`src/rtl/instr_sequencer.sv`:
```
// Instruction sequencer: walks each accepted instruction through DECODE, EXEC, an optional
// MEM phase with a 16-cycle timeout, and WB, where it issues the register and PC strobes.
module instr_sequencer (
  input  logic        clk,
  input  logic        reset,
  input  logic        instr_valid,
  output logic        instr_ready,
  input  logic [3:0]  cond,
  input  logic        s_bit,
  input  logic [1:0]  op_class,
  input  logic [3:0]  dest,
  input  logic [3:0]  alu_flags,
  input  logic        mem_ack,
  output logic        mem_req,
  output logic        mem_we,
  output logic [15:0] reg_en,
  output logic        pc_inc,
  output logic        pc_load,
  output logic [3:0]  flags,
  output logic        mem_err
);

  typedef enum logic [2:0] {
    ST_IDLE   = 3'd0,
    ST_DECODE = 3'd1,
    ST_EXEC   = 3'd2,
    ST_MEM    = 3'd3,
    ST_WB     = 3'd4
  } state_t;

  typedef enum logic [1:0] {
    OP_ALU    = 2'b00,
    OP_LOAD   = 2'b01,
    OP_STORE  = 2'b10,
    OP_BRANCH = 2'b11
  } op_t;

  localparam logic [3:0] WAIT_LAST = 4'hF;

  state_t      r_state;
  state_t      w_state_nxt;
  op_t         r_op;
  logic [3:0]  r_cond;
  logic [3:0]  r_dest;
  logic        r_s_bit;
  logic        r_pass;
  logic [3:0]  r_flags;
  logic [3:0]  r_wait;
  logic        r_timeout;

  logic        w_accept;
  logic        w_cond_pass;
  logic        w_mem_done;
  logic        w_timeout;
  logic        w_flag_wr;
  logic        w_is_mem_op;

  // Condition codes test the architectural flags as they stand at DECODE.
  function automatic logic cond_pass(input logic [3:0] c, input logic [3:0] f);
    logic n, z, cy, v;
    n  = f[3];
    z  = f[2];
    cy = f[1];
    v  = f[0];
    case (c)
      4'b0000: cond_pass = 1'b1;
      4'b0001: cond_pass = z;
      4'b0010: cond_pass = !z;
      4'b0011: cond_pass = cy;
      4'b0100: cond_pass = !cy;
      4'b0101: cond_pass = n;
      4'b0110: cond_pass = !n;
      4'b0111: cond_pass = v;
      4'b1000: cond_pass = !v;
      4'b1001: cond_pass = (n == v);
      4'b1010: cond_pass = (n != v);
      4'b1011: cond_pass = !z && (n == v);
      4'b1100: cond_pass = z || (n != v);
      default: cond_pass = 1'b0;
    endcase
  endfunction

  assign w_accept    = (r_state == ST_IDLE) && instr_valid;
  assign w_cond_pass = cond_pass(r_cond, r_flags);
  assign w_is_mem_op = (r_op == OP_LOAD) || (r_op == OP_STORE);
  assign w_mem_done  = mem_ack || (r_wait == WAIT_LAST);
  assign w_timeout   = (r_state == ST_MEM) && !mem_ack && (r_wait == WAIT_LAST);
  assign w_flag_wr   = (r_state == ST_EXEC) && (r_op == OP_ALU) && r_s_bit && r_pass;

  // NOTE: sequential state uses non-blocking assignments so every register samples
  // pre-edge values, independent of the order the always_ff blocks are evaluated in.
  always_ff @(posedge clk) begin
    if (reset) begin
      r_state <= ST_IDLE;
    end else begin
      r_state <= w_state_nxt;
    end
  end

  always_comb begin
    // NOTE: the default assignment first guarantees every path drives w_state_nxt,
    // so no latch can be inferred when a case arm leaves it untouched.
    w_state_nxt = r_state;
    case (r_state)
      ST_IDLE:   if (instr_valid) w_state_nxt = ST_DECODE;
      ST_DECODE: w_state_nxt = w_cond_pass ? ST_EXEC : ST_WB;
      ST_EXEC:   w_state_nxt = w_is_mem_op ? ST_MEM : ST_WB;
      ST_MEM:    if (w_mem_done) w_state_nxt = ST_WB;
      ST_WB:     w_state_nxt = ST_IDLE;
      default:   w_state_nxt = ST_IDLE;
    endcase
  end

  always_ff @(posedge clk) begin
    if (reset) begin
      r_op      <= OP_ALU;
      r_cond    <= '0;
      r_dest    <= '0;
      r_s_bit   <= 1'b0;
      r_pass    <= 1'b0;
      r_flags   <= '0;
      r_wait    <= '0;
      r_timeout <= 1'b0;
    end else begin
      if (w_accept) begin
        r_op      <= op_t'(op_class);
        r_cond    <= cond;
        r_dest    <= dest;
        r_s_bit   <= s_bit;
        r_timeout <= 1'b0;
      end
      if (r_state == ST_DECODE) begin
        r_pass <= w_cond_pass;
      end
      if (w_flag_wr) begin
        r_flags <= alu_flags;
      end
      // The counter is zeroed on the EXEC edge so it reads 0 on the first MEM cycle.
      if (r_state == ST_EXEC) begin
        r_wait <= '0;
      end else if ((r_state == ST_MEM) && !mem_ack && (r_wait != WAIT_LAST)) begin
        r_wait <= r_wait + 4'd1;
      end
      if (w_timeout) begin
        r_timeout <= 1'b1;
      end
    end
  end

  // Outputs decode registered state only; mem_ack and instr_valid never reach them.
  always_comb begin
    instr_ready = (r_state == ST_IDLE);
    mem_req     = (r_state == ST_MEM);
    mem_we      = (r_state == ST_MEM) && (r_op == OP_STORE);
    reg_en      = '0;
    pc_inc      = 1'b0;
    pc_load     = 1'b0;
    mem_err     = 1'b0;
    if (r_state == ST_WB) begin
      pc_load = (r_op == OP_BRANCH) && r_pass;
      pc_inc  = !pc_load;
      mem_err = r_timeout;
      if (((r_op == OP_ALU) || (r_op == OP_LOAD)) && r_pass && !r_timeout) begin
        reg_en = 16'h0001 << r_dest;
      end
    end
  end

  assign flags = r_flags;

endmodule

```
`config.mk`:
```
export PLATFORM = sky130hd
export DESIGN_NAME = instr_sequencer
export DESIGN_NICKNAME = d
export VERILOG_FILES = /design/src/rtl/instr_sequencer.sv
export SDC_FILE = /design/constraint.sdc
export NUM_CORES = 1
export LEC_CHECK = 0
export ABC_AREA = 1
export ABC_CLOCK_PERIOD_IN_PS = 1500
export CAP_MARGIN = 0
export CORE_UTILIZATION = 46
export CTS_CLUSTER_DIAMETER = 80
export CTS_CLUSTER_SIZE = 16
export DETAILED_ROUTE_END_ITERATION = 8
export GPL_TIMING_DRIVEN = 0
export PLACE_DENSITY = 0.8
export SYNTH_ARGS = -nofsm -noshare
export SYNTH_HDL_FRONTEND = slang
export SYNTH_SLANG_ARGS = --single-unit
```
`constraint.sdc`:
```
create_clock -name clk -period 1.5 [get_ports clk]
set_input_delay 0.15 -clock clk [delete_from_list [all_inputs] [get_ports clk]]
set_output_delay 0.15 -clock clk [all_outputs]
set_load 0.01 [all_outputs]
```
==> qor.rpt, run 1 <==
POWER AND IR DROP
-----------------------------------------------------------------------------------------------------------------
Internal power of the cells                                                                               1.25 mW
PD cells                                                                                             1070 nW/um^2
Top power group                                                                                      combinational logic
Switching fraction of total power                                                                           41.1%

CLOCK NETWORK
-----------------------------------------------------------------------------------------------------------------
Clk sink count                                                                                                 24
Post-CTS clock slew at the launch and capture registers of the worst setup and hold paths                 0.13 ns
Insertion delay to the later sink of the worst-skew pair                                                  0.32 ns
Post-CTS sizing                                                                                                94

LOGIC SYNTHESIS
-----------------------------------------------------------------------------------------------------------------
Number of warnings reported in the yosys synthesis log                                                          0
Dominant register cell                                                                               sky130_fd_sc_hd__dfxtp_1
Post-synth top area share                                                                                   34.3%
Post-synthesis net count                                                                                      238
Arithmetic-cell share of the synthesized area counting full adders, half adders and majority gates          4.47%

RUN STATUS
-----------------------------------------------------------------------------------------------------------------
Run status                                                                                           finished, violations left
Failing checks                                                                                       DRC, setup timing

CRITICAL PATH
-----------------------------------------------------------------------------------------------------------------
Reg-to-Reg Start                                                                                     r_op[0]$_SDFFE_PP0P_
WP data arrival                                                                                           1.71 ns
Startpoint-to-endpoint class of the critical path                                                         reg2out
Register-to-register setup slack                                                                          0.16 ns
Cell with the largest stage delay on the worst path                                                  sky130_fd_sc_hd__dfxtp_2
Critical Path Sink                                                                                     reg_en[13]
Destination of the worst register-to-register timing path                                            flags[3]$_SDFFE_PP0P_
Launching element of the worst setup path                                                            r_op[0]$_SDFFE_PP0P_

DETAILED ROUTING
-----------------------------------------------------------------------------------------------------------------
Drt pass-1 iters                                                                                                6
DRC violations left                                                                                             3
Routed metal-1 wire length                                                                           1670 microns

TIMING
-----------------------------------------------------------------------------------------------------------------
Slack of the critical path                                                                              -0.360 ns
Number of failing setup endpoints in the final timing report                                                   17
Setup repair after global routing missed its margin                                                           yes

PLACED DESIGN
-----------------------------------------------------------------------------------------------------------------
Setup slack at placement                                                                                -0.537 ns

FINAL LAYOUT
-----------------------------------------------------------------------------------------------------------------
Clock network area share                                                                                    1.14%
Fillcell total                                                                                                240
Fraction of layout cells with a size suffix above 1                                                         30.0%
Buffers excl. clock                                                                                            60
Final core utilization                                                                                      70.0%

Fig. 1: run 1, M1 wires
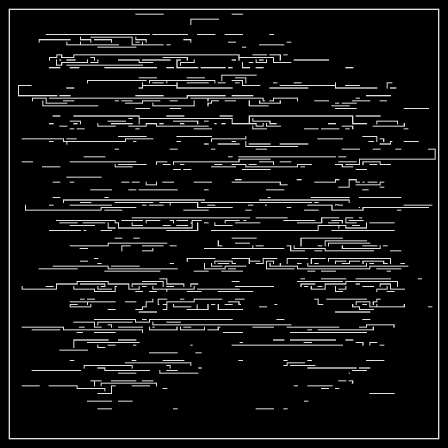
longest straight run: 22.1 microns
wire length on this layer: 1670 microns
met1 usage: 30.0%
routed vias: 1573
routed wire length: 3630 microns

Fig. 2: run 1, M2 wires
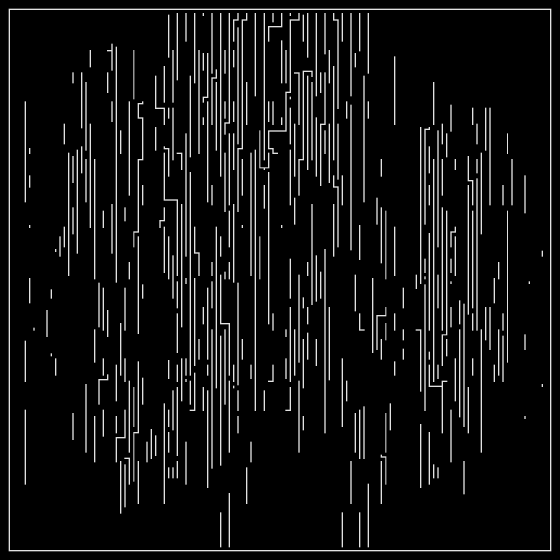
wire length on this layer: 1770 microns
share of all routed wire: 49%
longest straight run: 27.5 microns
nets with wire on the layer: 250
met2 Track Usage GR: 39.7%

Fig. 3: run 1, metal 3
The bar under the picture is 20 microns long. Cells faint in the background.
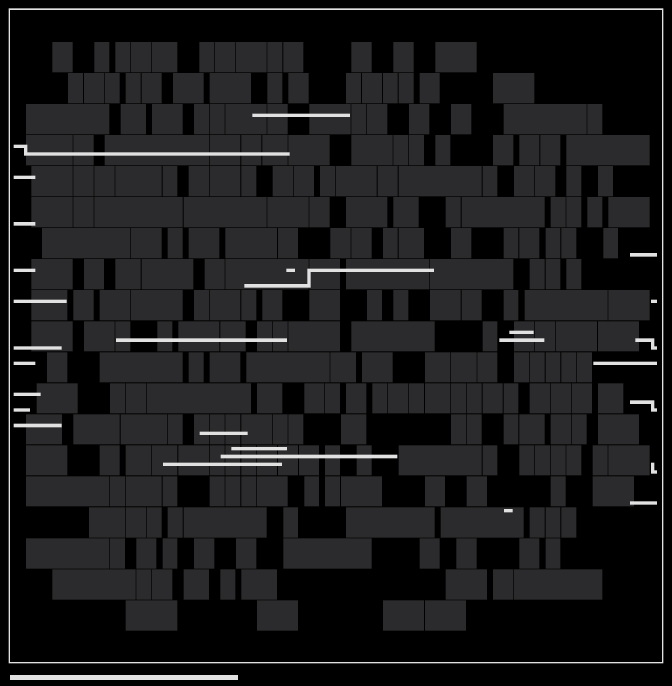
share of all routed wire: 3.9%
longest straight run: 23.0 microns
wire length on this layer: 142 microns
nets with wire on the layer: 24

Fig. 4: run 1, sequential cells grouped by signal name
The bar under the picture is 20 microns long.
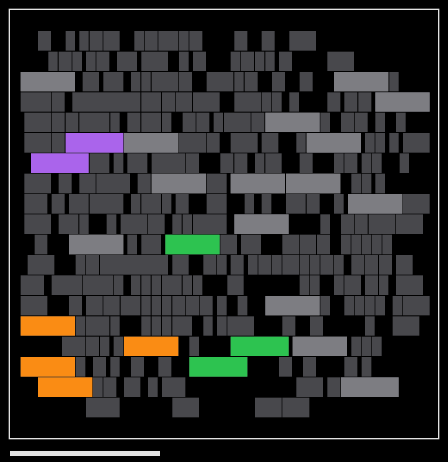
legend:
  green:
    name_in_the_netlist: r_state
    flops: 3
  purple:
    name_in_the_netlist: r_op
    flops: 2
  orange:
    name_in_the_netlist: r_wait
    flops: 4
    where: bottom left
not colored: 15

==> run 2: changes to the inputs <==
SLEW_MARGIN = 40   (was unset)
Fig. 5: run 2, M2 wires
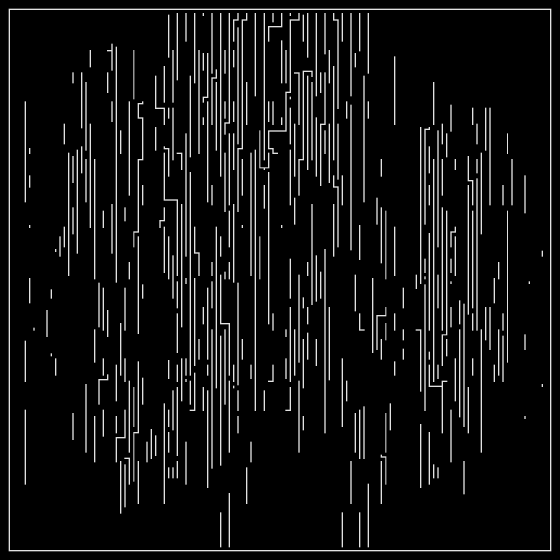
main direction: vertical
nets with wire on the layer: 250
wire length on this layer: 1770 microns
longest straight run: 27.5 microns
share of all routed wire: 49%

Fig. 6: run 2, sequential cells grouped by signal name
The bar under the picture is 20 microns long.
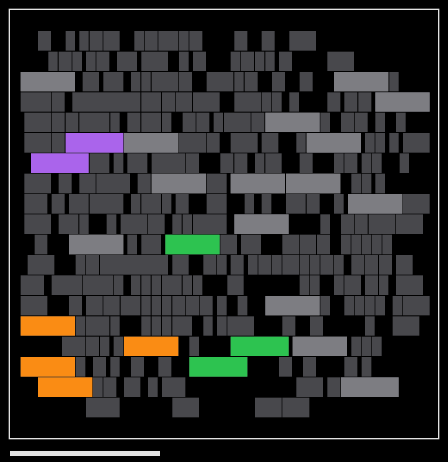
legend:
  orange:
    name_in_the_netlist: r_wait
    flops: 4
    where: bottom left
  purple:
    name_in_the_netlist: r_op
    flops: 2
  green:
    name_in_the_netlist: r_state
    flops: 3
not colored: 15

==> run 2 against run 1 <==
The flow still finishes with violations (DRC, setup timing). Utilization unchanged. Final cell count unchanged. Maximum frequency unchanged. Register-to-register slack about the same. Combinational power about the same. Synthesized area unchanged. Worst setup slack unchanged. Power unchanged. Die area unchanged. First-iteration DRC count unchanged. Worst hold slack unchanged. Critical endpoint unchanged. Largest cell class unchanged.
==> qor.rpt, run 2 <==
RUN STATUS
-----------------------------------------------------------------------------------------------------------------
Run status                                                                                           finished, violations left   unchanged
Failing checks                                                                                       DRC, setup timing   unchanged

LOGIC SYNTHESIS
-----------------------------------------------------------------------------------------------------------------
Arithmetic-cell share of the synthesized area counting full adders, half adders and majority gates          4.47%   unchanged
XOR/XNOR Fraction of Synth Area                                                                             1.25%   unchanged
Post-synthesis net count                                                                                      238   unchanged
Fraction of the yosys area taken by sequential cells                                                        34.3%   unchanged
Dominant register cell                                                                               sky130_fd_sc_hd__dfxtp_1   unchanged
Post-synth top area share                                                                                   34.3%   unchanged
Number of warnings reported in the yosys synthesis log                                                          0   unchanged
Mean cell area of the mapped netlist                                                                   6.54 sq um   unchanged

CRITICAL PATH
-----------------------------------------------------------------------------------------------------------------
Launching element of the worst setup path                                                            r_op[0]$_SDFFE_PP0P_   unchanged
Destination of the worst register-to-register timing path                                            flags[3]$_SDFFE_PP0P_   unchanged
Register-to-register setup slack                                                                          0.16 ns   about the same
Critical Path Sink                                                                                     reg_en[13]   unchanged
WP data arrival                                                                                           1.71 ns   about the same
Reg-to-Reg Start                                                                                     r_op[0]$_SDFFE_PP0P_   unchanged
Startpoint-to-endpoint class of the critical path                                                         reg2out   unchanged
CP required                                                                                               1.35 ns   about the same
Cell with the largest stage delay on the worst path                                                  sky130_fd_sc_hd__dfxtp_2   unchanged
Cell Chain, Critical Path                                                                            inv_2, ha_4, o211a_1, inv_2, nor2_4, buf_4, nand3_2, nor2_1, buf_2   unchanged
Largest stage delay, worst path                                                                           0.36 ns   about the same

FINAL LAYOUT
-----------------------------------------------------------------------------------------------------------------
Layout clock buffers                                                                                            3   unchanged
Dominant logic cell types in the final layout                                                        37 x sky130_fd_sc_hd__nand2_1, 30 x sky130_fd_sc_hd__nor2_1, 22 x sky130_fd_sc_hd__clkdlybuf4s50_1   unchanged
Buffers excl. clock                                                                                            60   unchanged
Clock network area share                                                                                    1.14%   unchanged
Fillcell total                                                                                                240   unchanged
Summed area of non-filler cells in the final layout                                                    1980 sq um   unchanged
Syn-to-layout area delta                                                                                    41.5%   unchanged

CLOCK NETWORK
-----------------------------------------------------------------------------------------------------------------
Post-CTS clock slew at the launch and capture registers of the worst setup and hold paths                 0.13 ns   about the same
Insertion delay to the later sink of the worst-skew pair                                                  0.32 ns   about the same
Post-CTS sizing                                                                                                94   unchanged
Maximum clock insertion buffer count                                                                            2   unchanged
Clk sink count                                                                                                 24   unchanged

PLACED DESIGN
-----------------------------------------------------------------------------------------------------------------
Number of buffers inserted by port buffering                                                                   44   unchanged
Setup slack at placement                                                                                -0.537 ns   unchanged
Gpl congestion                                                                                              0.883   unchanged

POWER AND IR DROP
-----------------------------------------------------------------------------------------------------------------
Net switching component of the power                                                                     0.871 mW   unchanged
Internal power of the cells                                                                               1.25 mW   unchanged
PD cells                                                                                             1070 nW/um^2   unchanged
Switching fraction of total power                                                                           41.1%   unchanged

DETAILED ROUTING
-----------------------------------------------------------------------------------------------------------------
Routed metal-1 wire length                                                                           1670 microns   unchanged
DRC violations left                                                                                             3   unchanged
Routed vias                                                                                                  1573   unchanged
Routed wire length                                                                                   3630 microns   unchanged
Drt pass-1 iters                                                                                                6   unchanged
Antenna-violating nets left                                                                                     0   unchanged

GRT
-----------------------------------------------------------------------------------------------------------------
GR Overflow Total                                                                                               0   unchanged
Met2 Track Usage GR                                                                                         39.7%   unchanged
Met1 usage                                                                                                  30.0%   unchanged

TIMING
-----------------------------------------------------------------------------------------------------------------
Slack of the critical path                                                                              -0.360 ns   unchanged
Min Hold Slack                                                                                           0.427 ns   unchanged
Number of failing setup endpoints in the final timing report                                                   17   unchanged
Setup repair after global routing missed its margin                                                           yes   unchanged

==> run 3: changes to the inputs <==
ABC_CLOCK_PERIOD_IN_PS = 1600   (was 1500)
CORE_UTILIZATION = 41   (was 46)
CTS_CLUSTER_SIZE = 12   (was 16)
PLACE_DENSITY = unset   (was 0.8)
PLACE_DENSITY_LB_ADDON = 0.05   (was unset)
clock period = 1.6 ns   (was 1.5 ns; I/O delays follow)
Fig. 7: run 3, routing congestion
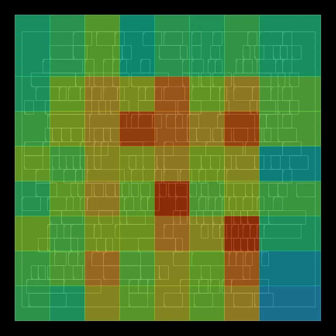
final core utilization: 62.9%
Total Routing Usage GR: 20.7%
met2 Track Usage GR: 34.1%

Fig. 8: run 3, metal 3
The bar under the picture is 20 microns long. Cells faint in the background.
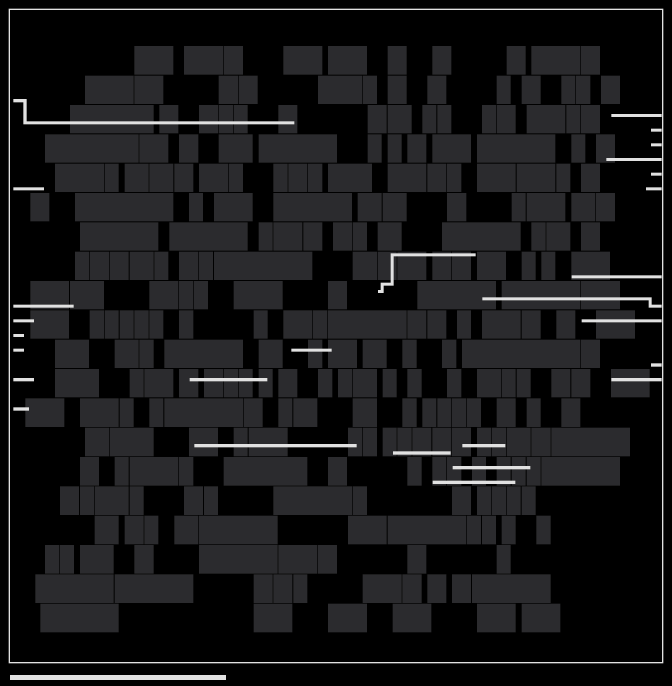
wire length on this layer: 151 microns
main direction: horizontal
nets with wire on the layer: 25
routed wire length: 3420 microns
met3 track demand over resource in global routing: 5.33%
routed vias: 1481

==> run 3 against run 2 <==
The flow finishes with violations (setup timing). Global-route usage is 2.5 points lower. Clock power is 56% higher. Largest cell class unchanged. Via count is 5.8% lower. Clock skew is 0.0032 ns lower. Critical path depth is 1 lower. Utilization is 7.2 points lower. Design area hardly changed. Combinational power is 14% lower. Worst setup slack better by 0.099 ns.
==> qor.rpt, run 3 <==
FINAL LAYOUT
-----------------------------------------------------------------------------------------------------------------
Buffering overhead                                                                                          20.1%   was 22.8%
Syn-to-layout area delta                                                                                    41.6%   was 41.5%
Layout clock buffers                                                                                            3   unchanged
Buffers excl. clock                                                                                            53   was 60
Dominant logic cell types in the final layout                                                        37 x sky130_fd_sc_hd__nand2_1, 28 x sky130_fd_sc_hd__nor2_1, 22 x sky130_fd_sc_hd__clkdlybuf4s50_1   was 37 x sky130_fd_sc_hd__nand2_1, 30 x sky130_fd_sc_hd__nor2_1, 22 x sky130_fd_sc_hd__clkdlybuf4s50_1
Fraction of layout cells with a size suffix above 1                                                         28.5%   was 30.0%
Fillcell total                                                                                                304   was 240
Summed area of non-filler cells in the final layout                                                    1980 sq um   about the same

LOGIC SYNTHESIS
-----------------------------------------------------------------------------------------------------------------
Arithmetic-cell share of the synthesized area counting full adders, half adders and majority gates          4.47%   unchanged
Fraction of the yosys area taken by sequential cells                                                        34.3%   unchanged
Post-synth top area share                                                                                   34.3%   unchanged
Post-synthesis net count                                                                                      238   unchanged
Dominant register cell                                                                               sky130_fd_sc_hd__dfxtp_1   unchanged
XOR/XNOR Fraction of Synth Area                                                                             1.25%   unchanged
Mean cell area of the mapped netlist                                                                   6.54 sq um   unchanged

CLOCK NETWORK
-----------------------------------------------------------------------------------------------------------------
Post-CTS sizing                                                                                                94   unchanged
Maximum clock insertion buffer count                                                                            2   unchanged
Clk sink count                                                                                                 24   unchanged
Number of levels the H-tree was split into                                                                      1   unchanged
Insertion delay to the later sink of the worst-skew pair                                                  0.32 ns   about the same
Post-CTS clock slew at the launch and capture registers of the worst setup and hold paths                 0.13 ns   about the same

RUN STATUS
-----------------------------------------------------------------------------------------------------------------
Failing checks                                                                                       setup timing   was DRC, setup timing
Run status                                                                                           finished, violations left   unchanged

CRITICAL PATH
-----------------------------------------------------------------------------------------------------------------
Cell with the largest stage delay on the worst path                                                  sky130_fd_sc_hd__dfxtp_4   was sky130_fd_sc_hd__dfxtp_2
Startpoint-to-endpoint class of the critical path                                                         reg2out   unchanged
Launching element of the worst setup path                                                            r_op[0]$_SDFFE_PP0P_   unchanged
Cell Chain, Critical Path                                                                            inv_4, ha_4, o211a_1, inv_2, nor2_4, inv_2, nor4_1, buf_2   was inv_2, ha_4, o211a_1, inv_2, nor2_4, buf_4, nand3_2, nor2_1, buf_2
Register-to-register setup slack                                                                          0.32 ns   was 0.16 ns
Reg-to-Reg Start                                                                                     flags[3]$_SDFFE_PP0P_   was r_op[0]$_SDFFE_PP0P_
Worst path most repeated cell                                                                        sky130_fd_sc_hd__inv_2   unchanged
Destination of the worst register-to-register timing path                                            r_state[1]$_SDFFE_PP0P_   was flags[3]$_SDFFE_PP0P_
Largest stage delay, worst path                                                                           0.39 ns   was 0.36 ns

DETAILED ROUTING
-----------------------------------------------------------------------------------------------------------------
Routed metal-1 wire length                                                                           1630 microns   was 1670 microns
Drt pass-1 iters                                                                                                4   was 6
Met3 wire length                                                                                      151 microns   was 142 microns
Antenna-violating nets left                                                                                     0   unchanged
DRC violations left                                                                                             0   was 3

TIMING
-----------------------------------------------------------------------------------------------------------------
Number of failing setup endpoints in the final timing report                                                   16   was 17
Final Hold Viols                                                                                                0   unchanged
Slack of the critical path                                                                              -0.261 ns   was -0.360 ns
Min Hold Slack                                                                                           0.414 ns   was 0.427 ns

GRT
-----------------------------------------------------------------------------------------------------------------
Met1 usage                                                                                                  26.9%   was 30.0%
GR Overflow Total                                                                                               0   unchanged

POWER AND IR DROP
-----------------------------------------------------------------------------------------------------------------
Internal power of the cells                                                                               1.29 mW   was 1.25 mW
Switching fraction of total power                                                                           38.3%   was 41.1%
PD cells                                                                                             1060 nW/um^2   was 1070 nW/um^2
Net switching component of the power                                                                     0.804 mW   was 0.871 mW
Top power group                                                                                      combinational logic   unchanged

PLACED DESIGN
-----------------------------------------------------------------------------------------------------------------
Number of buffers inserted by port buffering                                                                   44   unchanged
Setup slack at placement                                                                                -0.376 ns   was -0.537 ns
Gpl congestion                                                                                              0.885   was 0.883

No activity file was given, so power comes from the tool's default toggle rates.
